--- src/rtl/snn_cdc_pkg.sv ---
// Shared types for the SNN-to-AXI pulse arbiter slice.
// Arbiter FSM encoding and the requester-ID width helper.
package snn_cdc_pkg;

  typedef enum logic [1:0] {
    ST_IDLE  = 2'd0,
    ST_ISSUE = 2'd1,
    ST_WAIT  = 2'd2
  } arb_state_e;

  function automatic int id_width(input int n);
    return (n < 2) ? 1 : $clog2(n);
  endfunction

endpackage

--- src/rtl/cdc_pulse_arbiter_if.sv ---
// Requester/channel bundle of the pulse arbiter.
// master drives requests and channel status; slave is the arbiter.
interface cdc_pulse_arbiter_if #(
  parameter int N_REQ = 4,
  parameter int ID_W  = 2
);

  logic [N_REQ-1:0] req_pulse;
  logic             ch_busy;
  logic             ch_done;
  logic [N_REQ-1:0] ovf_clr;
  logic             ch_pulse;
  logic [ID_W-1:0]  ch_sel;
  logic [N_REQ-1:0] req_done;
  logic [N_REQ-1:0] pending;
  logic [N_REQ-1:0] ovf;
  logic             busy;
  logic             timeout_err;

  modport master (
    output req_pulse, ch_busy, ch_done, ovf_clr,
    input  ch_pulse, ch_sel, req_done,
    input  pending, ovf, busy, timeout_err
  );

  modport slave (
    input  req_pulse, ch_busy, ch_done, ovf_clr,
    output ch_pulse, ch_sel, req_done,
    output pending, ovf, busy, timeout_err
  );

endinterface

--- src/rtl/cdc_pulse_arbiter_rr_pick.sv ---
// Round-robin pick: first set bit of req above last, else lowest set bit.
// Ports: req (candidates), last (previous winner), any, id (winner).
module rr_pick #(
  parameter int N_REQ = 4,
  parameter int ID_W  = 2
) (
  input  logic [N_REQ-1:0] req,
  input  logic [ID_W-1:0]  last,
  output logic             any,
  output logic [ID_W-1:0]  id
);

  logic [N_REQ-1:0] mask;
  logic [N_REQ-1:0] hi;
  logic             use_hi;

  always_comb begin
    mask = '0;
    for (int i = 0; i < N_REQ; i++) begin
      mask[i] = (i > int'(last));
    end
    hi     = req & mask;
    use_hi = |hi;
    any    = |req;
    id     = '0;
    // Scan downward so the lowest qualifying index wins.
    for (int i = N_REQ - 1; i >= 0; i--) begin
      if (use_hi ? hi[i] : req[i]) begin
        id = ID_W'(i);
      end
    end
  end

endmodule

--- src/rtl/cdc_pulse_arbiter.sv ---
// Shares one acknowledged pulse-sync channel among N_REQ event sources.
// Ports: clk, rst (sync, active-high), bus (slave side of the bundle).
module cdc_pulse_arbiter
  import snn_cdc_pkg::*;
#(
  parameter int N_REQ   = 4,
  parameter int CNT_W   = 4,
  parameter int TIMEOUT = 1024,
  parameter int ID_W    = id_width(N_REQ)
) (
  input logic               clk,
  input logic               rst,
  cdc_pulse_arbiter_if.slave bus
);

  localparam int WD_W = (TIMEOUT < 2) ? 1 : $clog2(TIMEOUT + 1);
  localparam logic [CNT_W-1:0] CNT_MAX = '1;
  localparam logic [WD_W-1:0] WD_MAX = WD_W'(TIMEOUT);
  localparam logic [WD_W-1:0] WD_LAST =
    WD_W'((TIMEOUT == 0) ? 0 : TIMEOUT - 1);

  arb_state_e       state_q, state_d;
  logic [CNT_W-1:0] cnt_q [N_REQ];
  logic [N_REQ-1:0] ovf_q;
  logic [N_REQ-1:0] ovf_set;
  logic [N_REQ-1:0] pend;
  logic [N_REQ-1:0] grant;
  logic [N_REQ-1:0] done_vec;
  logic [ID_W-1:0]  sel_q;
  logic [ID_W-1:0]  last_q;
  logic [ID_W-1:0]  pick_id;
  logic             pick_any;
  logic             load;
  logic [WD_W-1:0]  wd_q;
  logic             tmo_q;

  always_comb begin
    pend     = '0;
    grant    = '0;
    done_vec = '0;
    ovf_set  = '0;
    for (int i = 0; i < N_REQ; i++) begin
      pend[i]     = (cnt_q[i] != '0);
      grant[i]    = (state_q == ST_ISSUE) &&
                    (sel_q == ID_W'(i));
      done_vec[i] = (state_q == ST_WAIT) &&
                    bus.ch_done &&
                    (sel_q == ID_W'(i));
      ovf_set[i]  = bus.req_pulse[i] && !grant[i] &&
                    (cnt_q[i] == CNT_MAX);
    end
  end

  rr_pick #(
    .N_REQ (N_REQ),
    .ID_W  (ID_W)
  ) u_pick (
    .req  (pend),
    .last (last_q),
    .any  (pick_any),
    .id   (pick_id)
  );

  always_comb begin
    state_d = state_q;
    load    = 1'b0;
    unique case (state_q)
      ST_IDLE: begin
        if (pick_any && !bus.ch_busy) begin
          state_d = ST_ISSUE;
          load    = 1'b1;
        end
      end
      ST_ISSUE: state_d = ST_WAIT;
      ST_WAIT: begin
        if (bus.ch_done) begin
          state_d = ST_IDLE;
        end
      end
      default: state_d = ST_IDLE;
    endcase
  end

  always_ff @(posedge clk) begin
    if (rst) begin
      for (int i = 0; i < N_REQ; i++) begin
        cnt_q[i] <= '0;
      end
      ovf_q <= '0;
    end else begin
      for (int i = 0; i < N_REQ; i++) begin
        if (bus.req_pulse[i] && !grant[i]) begin
          if (cnt_q[i] != CNT_MAX) begin
            cnt_q[i] <= cnt_q[i] + 1'b1;
          end
        end else if (!bus.req_pulse[i] && grant[i]) begin
          cnt_q[i] <= cnt_q[i] - 1'b1;
        end
      end
      // A fresh overflow beats a same-cycle clear.
      ovf_q <= ovf_set | (ovf_q & ~bus.ovf_clr);
    end
  end

  always_ff @(posedge clk) begin
    if (rst) begin
      state_q <= ST_IDLE;
      sel_q   <= '0;
      last_q  <= ID_W'(N_REQ - 1);
      wd_q    <= '0;
      tmo_q   <= 1'b0;
    end else begin
      state_q <= state_d;
      if (load) begin
        sel_q  <= pick_id;
        last_q <= pick_id;
      end
      if (state_q == ST_ISSUE) begin
        wd_q <= '0;
      end else if (state_q == ST_WAIT &&
                   wd_q != WD_MAX) begin
        wd_q <= wd_q + 1'b1;
      end
      // Only flag; dropping the wait would desync the channel.
      if (TIMEOUT != 0 && state_q == ST_WAIT &&
          wd_q == WD_LAST) begin
        tmo_q <= 1'b1;
      end
    end
  end

  assign bus.ch_pulse    = (state_q == ST_ISSUE);
  assign bus.ch_sel      = sel_q;
  assign bus.req_done    = done_vec;
  assign bus.pending     = pend;
  assign bus.ovf         = ovf_q;
  assign bus.busy        = (state_q != ST_IDLE);
  assign bus.timeout_err = tmo_q;

endmodule

--- src/flat_wrapper.sv ---
// flat-port wrapper written by rule: the top's interface ports become plain ports
module cdc_pulse_arbiter_flat import snn_cdc_pkg::*;
#(
  parameter int N_REQ   = 4,
  parameter int CNT_W   = 4,
  parameter int TIMEOUT = 1024,
  parameter int ID_W    = id_width(N_REQ)
)
  (clk, rst, bus_req_pulse, bus_ch_busy, bus_ch_done, bus_ovf_clr, bus_ch_pulse, bus_ch_sel, bus_req_done, bus_pending, bus_ovf, bus_busy, bus_timeout_err);
  cdc_pulse_arbiter_if #(.N_REQ(N_REQ), .ID_W(ID_W)) bus_i ();
  input logic clk;
  input logic rst;
  input wire logic [$bits(bus_i.req_pulse)-1:0] bus_req_pulse;
  input wire logic [$bits(bus_i.ch_busy)-1:0] bus_ch_busy;
  input wire logic [$bits(bus_i.ch_done)-1:0] bus_ch_done;
  input wire logic [$bits(bus_i.ovf_clr)-1:0] bus_ovf_clr;
  output wire logic [$bits(bus_i.ch_pulse)-1:0] bus_ch_pulse;
  output wire logic [$bits(bus_i.ch_sel)-1:0] bus_ch_sel;
  output wire logic [$bits(bus_i.req_done)-1:0] bus_req_done;
  output wire logic [$bits(bus_i.pending)-1:0] bus_pending;
  output wire logic [$bits(bus_i.ovf)-1:0] bus_ovf;
  output wire logic [$bits(bus_i.busy)-1:0] bus_busy;
  output wire logic [$bits(bus_i.timeout_err)-1:0] bus_timeout_err;
  assign bus_i.req_pulse = bus_req_pulse;
  assign bus_i.ch_busy = bus_ch_busy;
  assign bus_i.ch_done = bus_ch_done;
  assign bus_i.ovf_clr = bus_ovf_clr;
  assign bus_ch_pulse = bus_i.ch_pulse;
  assign bus_ch_sel = bus_i.ch_sel;
  assign bus_req_done = bus_i.req_done;
  assign bus_pending = bus_i.pending;
  assign bus_ovf = bus_i.ovf;
  assign bus_busy = bus_i.busy;
  assign bus_timeout_err = bus_i.timeout_err;
  cdc_pulse_arbiter #(.N_REQ(N_REQ), .CNT_W(CNT_W), .TIMEOUT(TIMEOUT), .ID_W(ID_W)) u_core (.clk(clk), .rst(rst), .bus(bus_i));
endmodule
--- config.mk ---
export PLATFORM = sky130hd
export DESIGN_NAME = cdc_pulse_arbiter_flat
export DESIGN_NICKNAME = d
export VERILOG_FILES = /design/src/rtl/snn_cdc_pkg.sv /design/src/rtl/cdc_pulse_arbiter_if.sv /design/src/rtl/cdc_pulse_arbiter_rr_pick.sv /design/src/rtl/cdc_pulse_arbiter.sv /design/src/flat_wrapper.sv
export SDC_FILE = /design/constraint.sdc
export NUM_CORES = 1
export LEC_CHECK = 0
export CAP_MARGIN = 20
export CORE_MARGIN = 5
export CORE_UTILIZATION = 55
export DETAILED_ROUTE_END_ITERATION = 10
export GPL_TIMING_DRIVEN = 0
export MAX_ROUTING_LAYER = met4
export PLACE_DENSITY = 0.79
export SLEW_MARGIN = 10
export SYNTH_ARGS = -nofsm -noshare
export SYNTH_HDL_FRONTEND = slang
export SYNTH_SLANG_ARGS = --single-unit
--- constraint.sdc ---
create_clock -name clk -period 7.8 [get_ports clk]
set_input_delay 1.95 -clock clk [delete_from_list [all_inputs] [get_ports clk]]
set_output_delay 1.95 -clock clk [all_outputs]
set_load 0.02 [all_outputs]
==> run_1/ff_map.png <==
Bar = 20 microns.
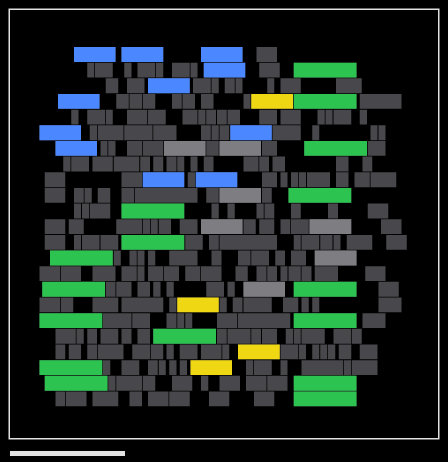
legend:
  green:
    netlist_name: u_core.cnt_q
    placed_flops: 16
  blue:
    netlist_name: u_core.wd_q
    placed_flops: 11
  yellow:
    netlist_name: u_core.bus.ovf
    placed_flops: 4
not colored: 7
final design utilization: 0.688
register fraction of the total cell area: 0.334
FF/Latch Area: 921 sq um

==> run_1/layers.png <==
Only two layers are drawn.
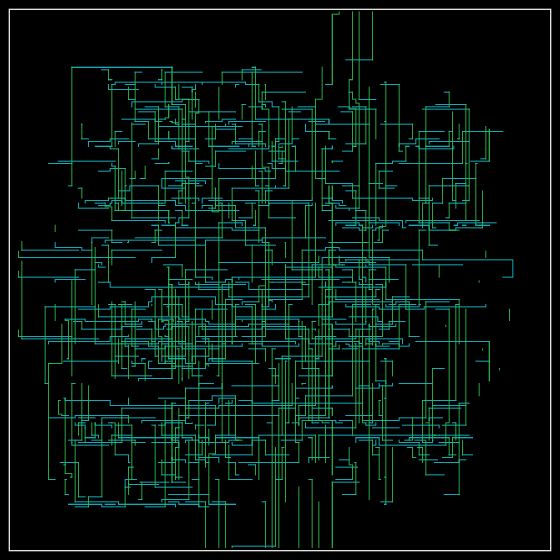
legend:
  cyan:
    layer: M1
    wire_length: 2250 microns
  green:
    layer: M2
    wire_length: 2260 microns
average wire per standard cell: 14.4 microns
global-route total usage across every layer: 0.195

==> flow_summary.json, run 1 <==
{
  "leakage_nw": 1.11,
  "design.core.area_sq_mm": 0.00400,
  "post-route-cell-area_sq_mm": 0.00275,
  "reg2reg_start": "u_core.state_q[0]",
  "route.met2.wl_microns": 2260,
  "seq-power_mw": 0.233,
  "die_span_in_x_microns": 74.4,
  "synth.avg_cell_area_sq_um": 9.26,
  "report.final.setup_viol": 0,
  "grt_met1_usage": 0.245,
  "powerComb_mw": 0.0945,
  "global_route.usage.met3": 0.0473,
  "crit_path_cell_trace": "clkdlybuf4s50_1 > nand2_1 > nor3b_1 > clkdlybuf4s50_1",
  "delay_contributed_by_the_slowest_stage_of_the_critical_path_ps": 630,
  "dieArea_sq_mm": 0.00553,
  "inverters_excl_clock": 24,
  "grt_max_usage_layer": "met2",
  "die_extent_in_y_microns": 74.4,
  "yosys_warnings": 0,
  "worstHoldStart": "u_core.bus.timeout_err",
  "tap-cell-count": 50,
  "areaGrowthSynthToFinish_pct": 20.9,
  "htree_levels": 2,
  "finalSetupTns_ps": 0,
  "grt-ovfl-total": 0,
  "relSlewSlack": 0.609,
  "totalWireLength_microns": 4790,
  "seqPwrFrac": 0.451,
  "routed-wl-met3_microns": 209,
  "dr.pass1.iters": 4,
  "synthSimpleGateAreaFrac": 0.208,
  "power.total_mw": 0.515,
  "detail-route-antenna-nets": 0,
  "report.final.slew_viol_count": 0,
  "final-hold-violation-count": 0,
  "avgViaCountPerCell": 5.65,
  "post_synth_inst_count": 246,
  "clockBufferCount": 6,
  "ir_drop_mv": 0.166,
  "critical_path.startpoint": "bus_ch_done",
  "num-nets-final": 307,
  "yosysSeqAreaShare": 0.404,
  "r2r-end": "u_core.cnt_q[0][3]",
  "route.vias.total": 1877,
  "yosys-stat-area_sq_mm": 0.00228,
  "critical_path_class": "input pin to output pin",
  "total_i_o_pin_count": 29,
  "insertedDiodeCount": 0,
  "finalClockPeriodUsage": 0.680,
  "ys_dominant_reg_cell": "sky130_fd_sc_hd__dfxtp_1",
  "postCtsResizedCells": 0,
  "clock.fmax_mhz": 189,
  "holdWs_ps": 471,
  "antenna_violations_before_repair": 0,
  "yosys.cell_types.count": 52,
  "most_used_cells_in_the_layout_excluding_fill_and_tap_cells": "sky130_fd_sc_hd__nor2_1, sky130_fd_sc_hd__clkdlybuf4s50_1, sky130_fd_sc_hd__inv_1",
  "end_kind": "output pin",
  "xor_area_frac": 0.0577,
  "status": "completed",
  "netlist_area_sq_mm": 0.00228,
  "worst_pin_slew_ps": 580,
  "ys_ff": 38,
  "hpwlAfterDp_microns": 3610,
  "cellInternalPower_mw": 0.378,
  "fp_util": 0.570,
  "power.combinational.fraction": 0.183,
  "buffer_share_of_cell_area": 0.120,
  "postSynth.asyncResetShare": 0,
  "layout_min_cycle_time_ps": 5300,
  "num_rows": 23,
  "enable_flop_cells": 16,
  "holdBufCountCts": 0,
  "wl_met1_microns": 2250,
  "synth_compound_gate_area_share": 0.153,
  "post_cts_buffers": 0,
  "worstHoldPathType": "register to register",
  "clkSlewWorstSetupHoldPaths_ps": 80,
  "place.detailed.instances": 324,
  "detailedRoute.firstIterationViolations": 174,
  "layout.non_clock_buffers": 38,
  "dominant_power_group": "registers",
  "filler_cell_count": 319,
  "routabilityCongestion": 0.806,
  "grt_max_degree": 14,
  "cp_data_arrival_time_ps": 3350,
  "power_frac_clock": 0.365,
  "final_layout_top_logic_cell": "sky130_fd_sc_hd__nor2_1",
  "startpoint_class_of_the_critical_path": "input pin",
  "main_logic_family": "simple AND/OR/NAND/NOR gates",
  "path_common_cell": "sky130_fd_sc_hd__clkdlybuf4s50_1",
  "count_of_buffers_inserted_at_the_top_level_ports": 28,
  "timing.hold.worst_path_depth": 2,
  "dominant_cells": "multi-input combinational cells",
  "muxShareOfSynthArea": 0.0236,
  "grt_pass1_wl_microns": 8020,
  "power_density_mw_per_mm2": 187,
  "cts.sink_count": 38,
  "timing.critical_path.slowest_stage_cell": "sky130_fd_sc_hd__clkdlybuf4s50_1",
  "comb-cell-share": 0.442,
  "max_flop_register": "u_core.cnt_q",
  "ratio_of_cells_with_drive_above_1_in_the_final_layout": 0.0851,
  "cts_made_buffers": 5,
  "placedInstanceArea_sq_mm": 0.00262,
  "number_of_flip_flops_in_the_largest_register": 16,
  "hold_worst_path_end": "u_core.bus.timeout_err",
  "cts_tree": "done",
  "clock_network_latency_to_the_later_pin_of_the_worst_skew_pair_ps": 300,
  "remaining_drc_errors": 0,
  "worst_path_required_ps": 5850,
  "critical_path.n_buffers_inverters": 2
}
==> run_1/pinout.png <==
Pins as bars across the die edge, other pins in gray.
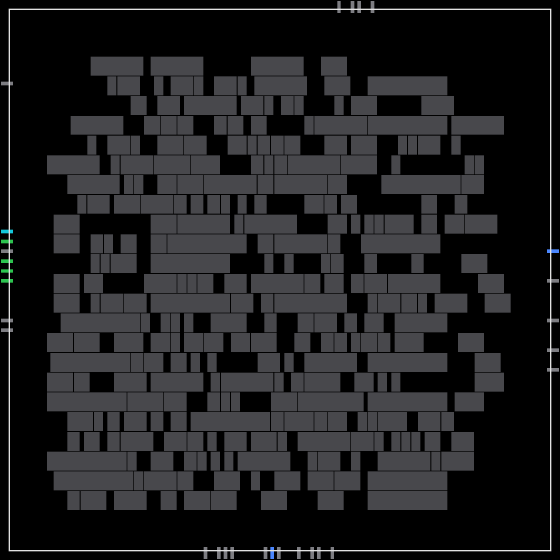
legend:
  green:
    port: bus_req_done
    pins: 4
    direction: output
    edge: west
  cyan:
    port: bus_ch_done
    pins: 1
    direction: input
    edge: west
  blue:
    port: bus_ch_sel
    pins: 2
    direction: output
    edge: 1 south, 1 east

run 1: Yosys cell counts (all sizes together), types with 2 or more instances:
cell type,number,area share
fa,3,0.026
a2bb2oi,3,0.012
nand4,7,0.019
nor2,35,0.058
o41ai,3,0.020
xor2,10,0.038
ha,11,0.060
o31ai,3,0.0099
dfxtp,22,0.19
inv,24,0.040
nand2b,3,0.0082
clkbuf,4,0.0066
mux2i,2,0.0088
and3,2,0.0055
edfxtp,16,0.21
o211ai,2,0.0066
xnor2,5,0.019
nor2b,3,0.0082
mux2,3,0.015
nand3,7,0.015
nand3b,2,0.0066
o21ai,8,0.018
buf,6,0.016
a21o,6,0.020
or3,6,0.016
a31oi,3,0.0082
nor3,4,0.0088
or4,4,0.015
nand2,9,0.015
a21oi,12,0.026
==> inputs of run 2 (changes only) <==
clock period = 5.4 ns   (was 7.8 ns; I/O delays follow)
==> run_2/clock_nets.png <==
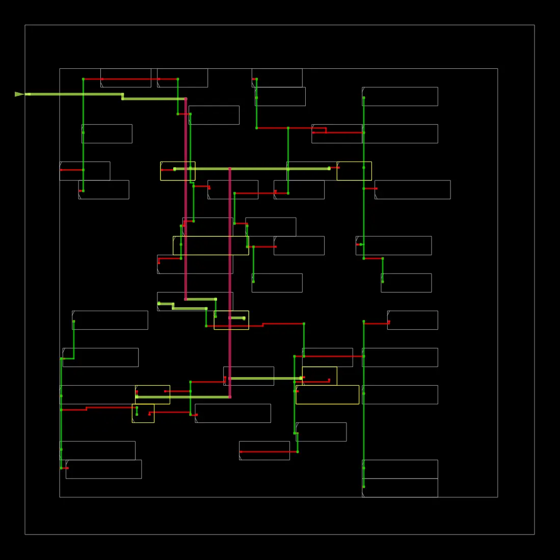
clock network latency to the later pin of the worst-skew pair: 300 ps
clock-net power: 0.272 mW

==> run_2/layers.png <==
Only two layers are drawn.
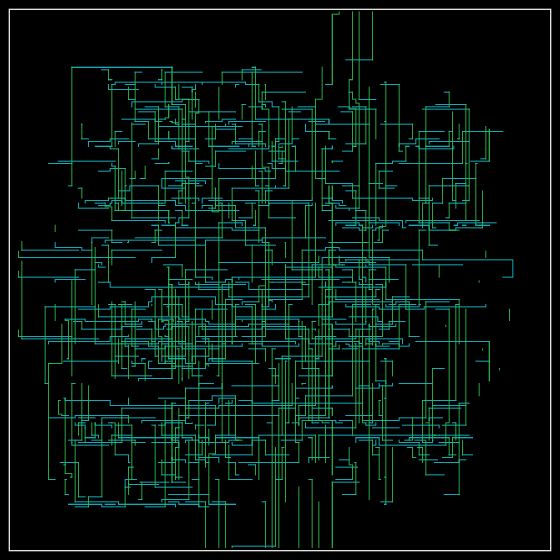
legend:
  green:
    layer: M2
    wire_length: 2260 microns
  cyan:
    layer: M1
    wire_length: 2250 microns
Post-Route WL: 4790 microns
total via count in the routed design: 1877

==> run 2 against run 1 <==
Compared with the run above:
- die size unchanged
- via count unchanged
- sequential cell count unchanged
- critical path depth is the same
- synthesized cell count unchanged
- core utilization stayed put
- clock power is 45% higher
- highest routed layer unchanged
- combinational power up 44%
- final area stayed put
- register-to-register slack got worse by 2400 ps
- global-route usage unchanged
- largest cell class unchanged
==> flow_summary.json, run 2 <==
{
  "enable_flop_cells": 16,
  "global_route.usage.met3": 0.0473,
  "count_of_buffers_inserted_at_the_top_level_ports": 28,
  "yosys.cell_types.count": 52,
  "num-nets-final": 307,
  "yosys_warnings": 0,
  "finalSetupTns_ps": 0,
  "status": "completed",
  "power_density_mw_per_mm2": 270,
  "grt_max_usage_layer": "met2",
  "ys_dominant_reg_cell": "sky130_fd_sc_hd__dfxtp_1",
  "critical_path.startpoint": "bus_ch_done",
  "crit_path_cell_trace": "clkdlybuf4s50_1 > nand2_1 > nor3b_1 > clkdlybuf4s50_1",
  "num_rows": 23,
  "powerComb_mw": 0.136,
  "worst_path_required_ps": 4050,
  "fp_util": 0.570,
  "synth.top_cells.by_count": "sky130_fd_sc_hd__nor2_1, sky130_fd_sc_hd__inv_1, sky130_fd_sc_hd__dfxtp_1",
  "top_post_synthesis_cells_by_area": "sky130_fd_sc_hd__edfxtp_1, sky130_fd_sc_hd__dfxtp_1, sky130_fd_sc_hd__ha_1",
  "layout.non_clock_buffers": 38,
  "relSlewSlack": 0.609,
  "worstHoldPathType": "register to register",
  "xor_area_frac": 0.0577,
  "finalClockPeriodUsage": 0.760,
  "cellInternalPower_mw": 0.546,
  "worst_pin_slew_ps": 580,
  "layout_min_cycle_time_ps": 4100,
  "clockBufferCount": 6,
  "clock.fmax_mhz": 244,
  "filler_cell_count": 319,
  "route.met2.wl_microns": 2260,
  "cp_data_arrival_time_ps": 2750,
  "leakage_nw": 1.11,
  "global_route.usage.total": 0.195,
  "die_extent_in_y_microns": 74.4,
  "remaining_drc_errors": 0,
  "main_logic_family": "simple AND/OR/NAND/NOR gates",
  "routed-wl-met3_microns": 209,
  "holdBufCountCts": 0,
  "dominant_power_group": "registers",
  "timing.critical_path.slowest_stage_cell": "sky130_fd_sc_hd__clkdlybuf4s50_1",
  "postSynth.asyncResetShare": 0,
  "cts.sink_count": 38,
  "tap-cell-count": 50,
  "seq_area_frac": 0.334,
  "synth_compound_gate_area_share": 0.153,
  "top_cell_area_share": 0.211,
  "die_span_in_x_microns": 74.4,
  "postCtsResizedCells": 0,
  "report.final.setup_viol": 0,
  "ir_drop_mv": 0.240,
  "total_i_o_pin_count": 29,
  "largest_area_cell": "sky130_fd_sc_hd__edfxtp_1",
  "htree_levels": 2,
  "muxShareOfSynthArea": 0.0236,
  "detail-route-antenna-nets": 0,
  "final-hold-violation-count": 0,
  "grt_met1_usage": 0.245,
  "max_flop_register": "u_core.cnt_q",
  "netlist_area_sq_mm": 0.00228,
  "cts_tree": "done",
  "dieArea_sq_mm": 0.00553,
  "startpoint_class_of_the_critical_path": "input pin",
  "dr.pass1.iters": 4,
  "wl_met1_microns": 2250,
  "dominant_cells": "multi-input combinational cells",
  "sequential_cell_area_sq_um": 921,
  "yosys-stat-area_sq_mm": 0.00228,
  "antenna_violations_before_repair": 0,
  "placedInstanceArea_sq_mm": 0.00262,
  "comb-cell-share": 0.442,
  "design.core.area_sq_mm": 0.00400,
  "critical_path_class": "input pin to output pin",
  "detailedRoute.firstIterationViolations": 174,
  "path_common_cell": "sky130_fd_sc_hd__clkdlybuf4s50_1",
  "power_frac_clock": 0.365,
  "post_synth_inst_count": 246,
  "route.detailed.wl_per_inst_microns": 14.4,
  "grt_max_degree": 14,
  "grt_pass1_wl_microns": 8020,
  "routabilityCongestion": 0.806,
  "power.combinational.fraction": 0.183,
  "insertedDiodeCount": 0,
  "hpwlAfterDp_microns": 3610,
  "ratio_of_cells_with_drive_above_1_in_the_final_layout": 0.0851
}
==> run_2/ff_map.png <==
Bar = 20 microns.
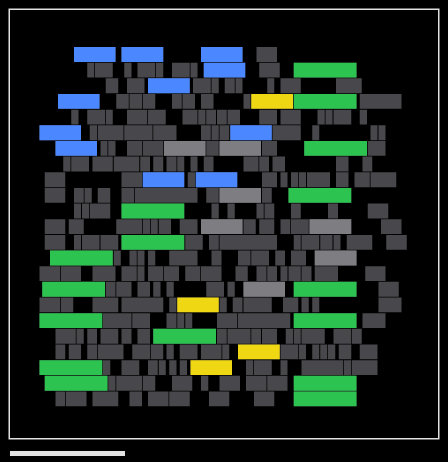
legend:
  green:
    netlist_name: u_core.cnt_q
    placed_flops: 16
  yellow:
    netlist_name: u_core.bus.ovf
    placed_flops: 4
  blue:
    netlist_name: u_core.wd_q
    placed_flops: 11
not colored: 7

==> run 2: cell counts after synthesis <==
No cell type changed its count.
==> run 2: per-stage QoR <==
stage	std cells	hold slack, ps	util	power [mW]
after floorplan	246	459	-	0.430
after global placement	324	438	0.655	0.472
after detailed placement	324	462	0.655	0.477
after CTS	332	474	0.688	0.749
after global routing	332	486	0.688	0.778
final	332	471	0.688	0.744
==> run 2: final timing paths <==
check,endpoint,depth (start not counted)
worst max-delay path,bus_req_done[2],4
worst max register to register,u_core.cnt_q[0][3],9
worst min-delay path,u_core.bus.timeout_err,2
worst min register to register,u_core.bus.timeout_err,2
==> run 2: cell families after synthesis <==
logic type / count (synthesis)
adders and majority gates: 15
AOI/OAI and AO/OA: 48
DFF: 38
buffers and inverters: 34
xor gates and xnor gates: 15
muxes: 5
and+or+nand+nor: 91
Power and IR drop assume default switching activity.
